<file path="src/rtl/dm_clr_if.sv">
// Load/store bus for the dm_clr data memory.
// The controller side drives the master modport; the memory uses the slave modport.
interface dm_clr_if #(
    parameter int AW = 8,
    parameter int DW = 8
);
    logic              i_clear_req;
    logic [AW-1:0]     i_mem_adr;
    logic              i_read_en;
    logic              i_write_en;
    logic [DW/8-1:0]   i_byte_en;
    logic [DW-1:0]     i_dat_in;
    logic [DW-1:0]     o_dat_out;
    logic              o_busy;
    logic              o_clr_done;

    modport master (
        output i_clear_req, i_mem_adr, i_read_en, i_write_en, i_byte_en, i_dat_in,
        input  o_dat_out, o_busy, o_clr_done
    );

    modport slave (
        input  i_clear_req, i_mem_adr, i_read_en, i_write_en, i_byte_en, i_dat_in,
        output o_dat_out, o_busy, o_clr_done
    );
endinterface

</file>
<file path="src/rtl/dm_clr.sv">
// Data memory with byte-lane writes and a clear engine that zeroes every word after reset or on request.
// Optional macro DM_RDREG_EN: registered reads with one cycle of latency (default: combinational reads).
//
// state   | meaning
// --------+-------------------------------------------------------------
// S_IDLE  | user loads/stores serviced; ClearReq starts a sweep
// S_CLEAR | one word zeroed per cycle from address 0 up; user access ignored
module dm_clr #(
    parameter int AW = 8,
    parameter int DW = 8
) (
    input  logic     clk,
    input  logic     Reset,
    dm_clr_if.slave  bus
);
    localparam int NB    = DW / 8;
    localparam int DEPTH = 1 << AW;

    typedef enum logic {
        S_IDLE  = 1'b0,
        S_CLEAR = 1'b1
    } state_t;

    state_t          r_state;
    state_t          w_state_nxt;
    logic [AW-1:0]   r_clr_adr;
    logic [AW-1:0]   w_clr_adr_nxt;
    logic            r_clr_done;
    logic            w_clr_done_nxt;
    logic            w_clr_we;
    logic            w_user_we;
    logic            w_busy;
    logic [DW-1:0]   w_rd_data;
    logic [DW-1:0]   r_core [DEPTH];

    always_ff @(posedge clk) begin
        if (Reset) begin
            r_state    <= S_CLEAR;
            r_clr_adr  <= '0;
            r_clr_done <= 1'b0;
        end else begin
            r_state    <= w_state_nxt;
            r_clr_adr  <= w_clr_adr_nxt;
            r_clr_done <= w_clr_done_nxt;
        end
    end

    always_comb begin
        w_state_nxt    = r_state;
        w_clr_adr_nxt  = r_clr_adr;
        w_clr_done_nxt = 1'b0;
        w_clr_we       = 1'b0;
        w_user_we      = 1'b0;
        case (r_state)
            S_IDLE: begin
                // A store in the same cycle as ClearReq is dropped.
                if (bus.i_clear_req) begin
                    w_state_nxt   = S_CLEAR;
                    w_clr_adr_nxt = '0;
                end else if (bus.i_write_en) begin
                    w_user_we = 1'b1;
                end
            end
            S_CLEAR: begin
                w_clr_we      = 1'b1;
                w_clr_adr_nxt = r_clr_adr + 1'b1;
                if (r_clr_adr == {AW{1'b1}}) begin
                    w_state_nxt    = S_IDLE;
                    w_clr_done_nxt = 1'b1;
                end
            end
            default: begin
                w_state_nxt = S_CLEAR;
            end
        endcase
    end

    // Core has no reset of its own; a sweep always follows reset.
    always_ff @(posedge clk) begin
        if (!Reset) begin
            if (w_clr_we) begin
                r_core[r_clr_adr] <= '0;
            end else if (w_user_we) begin
                for (int i = 0; i < NB; i++) begin
                    if (bus.i_byte_en[i]) begin
                        r_core[bus.i_mem_adr][8*i +: 8] <= bus.i_dat_in[8*i +: 8];
                    end
                end
            end
        end
    end

    assign w_busy     = (r_state == S_CLEAR);
    assign w_rd_data  = (bus.i_read_en && !w_busy) ? r_core[bus.i_mem_adr] : '0;
    assign bus.o_busy     = w_busy;
    assign bus.o_clr_done = r_clr_done;

`ifdef DM_RDREG_EN
    logic [DW-1:0] r_dat_out;

    always_ff @(posedge clk) begin
        if (Reset) begin
            r_dat_out <= '0;
        end else begin
            r_dat_out <= w_rd_data;
        end
    end

    assign bus.o_dat_out = r_dat_out;
`else
    assign bus.o_dat_out = w_rd_data;
`endif
endmodule

</file>
<file path="src/flat_wrapper.sv">
// flat-port wrapper written by rule: the top's interface ports become plain ports
module dm_clr_flat 
#(
    parameter int AW = 8,
    parameter int DW = 8
)
  (clk, Reset, bus_i_clear_req, bus_i_mem_adr, bus_i_read_en, bus_i_write_en, bus_i_byte_en, bus_i_dat_in, bus_o_dat_out, bus_o_busy, bus_o_clr_done);
  dm_clr_if #(.AW(AW), .DW(DW)) bus_i ();
  input  logic clk;
  input  logic Reset;
  input wire logic [$bits(bus_i.i_clear_req)-1:0] bus_i_clear_req;
  input wire logic [$bits(bus_i.i_mem_adr)-1:0] bus_i_mem_adr;
  input wire logic [$bits(bus_i.i_read_en)-1:0] bus_i_read_en;
  input wire logic [$bits(bus_i.i_write_en)-1:0] bus_i_write_en;
  input wire logic [$bits(bus_i.i_byte_en)-1:0] bus_i_byte_en;
  input wire logic [$bits(bus_i.i_dat_in)-1:0] bus_i_dat_in;
  output wire logic [$bits(bus_i.o_dat_out)-1:0] bus_o_dat_out;
  output wire logic [$bits(bus_i.o_busy)-1:0] bus_o_busy;
  output wire logic [$bits(bus_i.o_clr_done)-1:0] bus_o_clr_done;
  assign bus_i.i_clear_req = bus_i_clear_req;
  assign bus_i.i_mem_adr = bus_i_mem_adr;
  assign bus_i.i_read_en = bus_i_read_en;
  assign bus_i.i_write_en = bus_i_write_en;
  assign bus_i.i_byte_en = bus_i_byte_en;
  assign bus_i.i_dat_in = bus_i_dat_in;
  assign bus_o_dat_out = bus_i.o_dat_out;
  assign bus_o_busy = bus_i.o_busy;
  assign bus_o_clr_done = bus_i.o_clr_done;
  dm_clr #(.AW(AW), .DW(DW)) u_core (.clk(clk), .Reset(Reset), .bus(bus_i));
endmodule
</file>
<file path="config.mk">
export PLATFORM = sky130hd
export DESIGN_NAME = dm_clr_flat
export DESIGN_NICKNAME = d
export VERILOG_FILES = /design/src/rtl/dm_clr_if.sv /design/src/rtl/dm_clr.sv /design/src/flat_wrapper.sv
export SDC_FILE = /design/constraint.sdc
export NUM_CORES = 2
export LEC_CHECK = 0
export CORE_AREA = 2 2 303 455
export CTS_CLUSTER_DIAMETER = 120
export DETAILED_ROUTE_END_ITERATION = 6
export DIE_AREA = 0 0 305 457
export PLACE_DENSITY = 0.77
export SYNTH_ARGS = -nofsm -noshare
export SYNTH_HDL_FRONTEND = slang
export SYNTH_SLANG_ARGS = --single-unit
</file>
<file path="constraint.sdc">
create_clock -name clk -period 21.9 [get_ports clk]
set_input_delay 6.57 -clock clk [delete_from_list [all_inputs] [get_ports clk]]
set_output_delay 6.57 -clock clk [all_outputs]
set_load 0.005 [all_outputs]
</file>
**M1 wires**

Bar = 100 µm. Supply wires on this layer in gray.
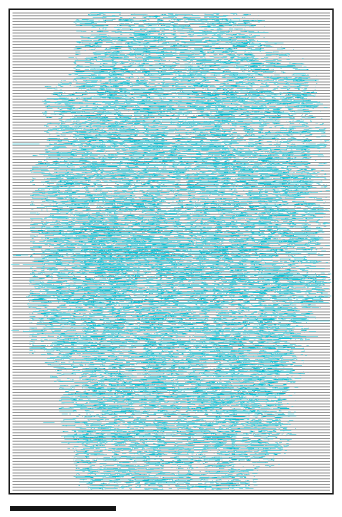
The layer holds 33% of the routed length. The layer carries 71.2 mm of wire. 4,036 nets have wire on it. The wires run mostly horizontal. The longest straight run is 80.5 µm.
grt met1 use: 0.385
Post-Route WL: 217,000 µm
DR vias: 43,000

**Met2 routing**

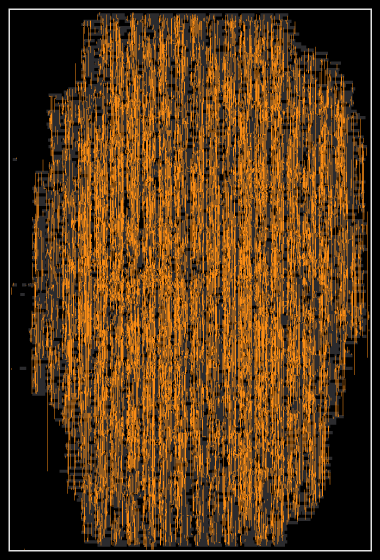
The longest straight run is 189 µm. The layer holds 48% of the routed length. The layer carries 104 mm of wire. 3,775 nets have wire on it. The wires run mostly vertical.
GR Util met2: 0.496

==> CHANGELOG.md <==
### Implementation results

* Top cells, area: edfxtp_1, mux4_2, mux4_1, mux2i_1, nor2_1
* First-pass GRT wire length at 306,000 µm
* Crit start category: input port
* Setup TNS at 0 ns
* Die X at 305 µm
* DP Area at 83,100 µm²
* Crit path max fanout at 51
* Period utilization at 0.842
* Floorplan Nets at 4,120
* Mean Syn Cell Area at 20.0 µm²
* Cell Pwr Density at 85.8 nW/µm²
* Worst Path Arrival at 11.86 ns
* Largest net degree at the start of global routing at 185
* Run status: finished clean
* Crit. End Element: output pin
* Hold buffers post-CTS at 0
* Fin. Hold Viols at 0
* Syn Inst Count at 4,097
* Area reported by Yosys stat at 82,100 µm²
* Post-DP HPWL at 132,000 µm
* Synth Cell Area at 82,100 µm²
* F_max at 54.3 MHz
* Root Buffer: clkbuf_16
* Share of cells above drive strength 1 at 0.152
* DR WL/cell at 35.9 µm
* Pre-CTS WS at 3.86 ns
* Clock tree buffer depth at 3
* Leak at 0.0259 µW
* First-pass DRT Iterations at 7
* Dominant logic cell type in the layout: edfxtp_1
* Least-Margin Pin Slew at 1.33 ns
* Vias in the first global route at 42,100
* Tot GR Track Use at 0.312
* Die footprint at 139,000 µm²
* Placer Congestion at 1.03
* Post-cts repair resize count at 0
* Initial Util at 0.606
* CTS Buf Count at 174
* Clock Pin Slew Worst Setup and Hold Paths at 0.07 ns
* Post CTS Setup Buffer Count at 0
* Clock latency at the later pin of the worst-skew pair at 0.83 ns
* Setup CP Type: in -> out
* Yosys Instances at 4,097
* Netlist cell types at 78
* CTS tree: done
* Ys async rst share at 0
* Post-DRT Antenna Nets at 0
**The metal 3 layer**

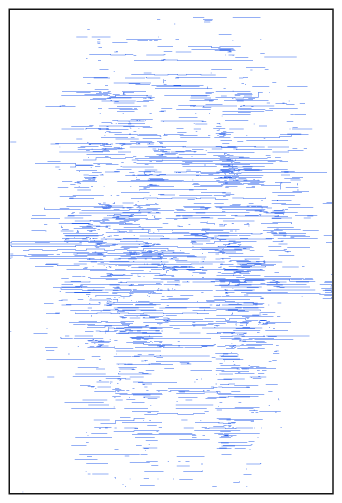
The longest straight run is 162 µm. 786 nets have wire on it. The wires run mostly horizontal. The layer holds 10% of the routed length. The layer carries 22.4 mm of wire.
met3 Use GR: 0.0664

**M4 wires**

Supply wires on this layer in gray.
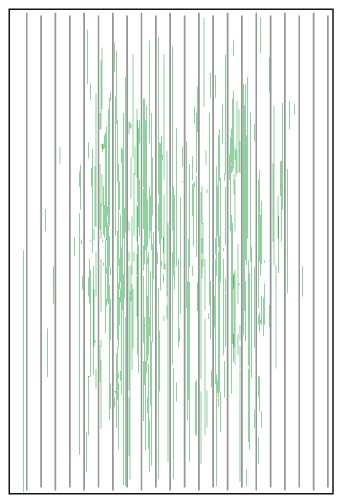
The longest straight run is 237 µm. 226 nets have wire on it. The wires run mostly vertical. The layer holds 8.6% of the routed length.

[logic make-up after synthesis]
family	count (synthesis)	share of synthesized area
buffers and inverters	250	0.0276
DFF	2058	0.751
adders and majority gates	1	0.000152
AOI/OAI and AO/OA	436	0.0361
and+or+nand+nor	688	0.0389
muxes	664	0.146
[registers in the layout, summed over array words and instances (netlist names)]
signal                 count
u_core.r_core           2048
u_core.r_clr_adr           8
u_core.bus.o_busy          1
u_core.bus.o_clr_done      1
[through the flow]
stage	hold WS, ns	power, µW
after floorplan	0.504	4530
after global placement	0.546	4590
after detailed placement	0.559	4590
after CTS	0.567	7610
after global routing	0.611	7760
final	0.578	7610
[path summary, 6_finish.rpt]
check,startpoint,end,slack [ns],cells after the start
min reg2reg,u_core.r_clr_adr[6]$_SDFFE_PP0P_,u_core.r_clr_adr[6]$_SDFFE_PP0P_,0.58,2
min,u_core.r_clr_adr[6]$_SDFFE_PP0P_,u_core.r_clr_adr[6]$_SDFFE_PP0P_,0.58,2
max,bus_i_mem_adr[2],bus_o_dat_out[0],3.47,10
max reg2reg,u_core.bus.o_busy$_SDFF_PP1_,u_core.r_core[185][6]$_DFFE_PP_,17.48,8
[Yosys cell counts (5+ instances only)]
cell	n
buf_6	16
nor3_1	67
mux2_2	7
a2111oi_0	6
o22ai_1	112
o221ai_2	5
or2_2	15
clkbuf_8	34
buf_8	37
or3_1	7
a22oi_1	21
nor2_1	348
buf_2	66
nor4_1	25
a211oi_1	33
and2_1	16
a221oi_1	6
clkbuf_1	52
a21oi_1	47
mux4_1	129
edfxtp_1	2048
nor2b_1	6
nand4_1	20
o31ai_1	6
dfxtp_1	10
a31oi_1	15
inv_1	5
nor3b_1	5
o221ai_1	60
mux4_2	259
nand2b_1	26
o32ai_1	6
nand2_1	90
nand3_1	28
o21ai_0	84
mux2i_1	269
buf_12	19
nand3b_1	8
buf_4	12
[critical path, stage by stage]
cell and delay (ns):
buf_4 0.55, nand2_4 0.42, buf_4 0.54, buf_4 0.45
o221ai_1 0.37, nor3_1 0.10, nor4_1 0.86, nand4_1 0.48
o22ai_1 0.73, clkdlybuf4s50_1 0.64
[cell type report]
type / instances / area [µm²]
Clock inverter: 109 / 1140
Clock buffer: 212 / 4520
Multi-Input combinational cell: 1789 / 18200
Antenna cell: 4 / 10.0
Sequential cell: 2058 / 61700
Timing Repair Buffer: 99 / 927
Tap cell: 1764 / 2210
Inverter: 7 / 28.8
Fill cell: 8451 / 46900
[metal layers]
layer,GRT usage,part of all wire,up-vias,wire length (µm)
li1,-,-,17100,-
met2,0.496,0.48,3128,104000
met3,0.0664,0.10,679,22400
met4,0.223,0.086,12,18600
met1,0.385,0.33,22100,71200
met5,0.00174,0.00042,-,92
[power by group]
part           switching (µW)  internal (µW)  total, µW  leakage, µW
registers                1.64           4260       4270       0.0172
clock network            1420           1680       3100      0.00275
logic                     163           84.0        247      0.00595
total                    1590           6030       7610       0.0259
Power and IR drop assume default switching activity.
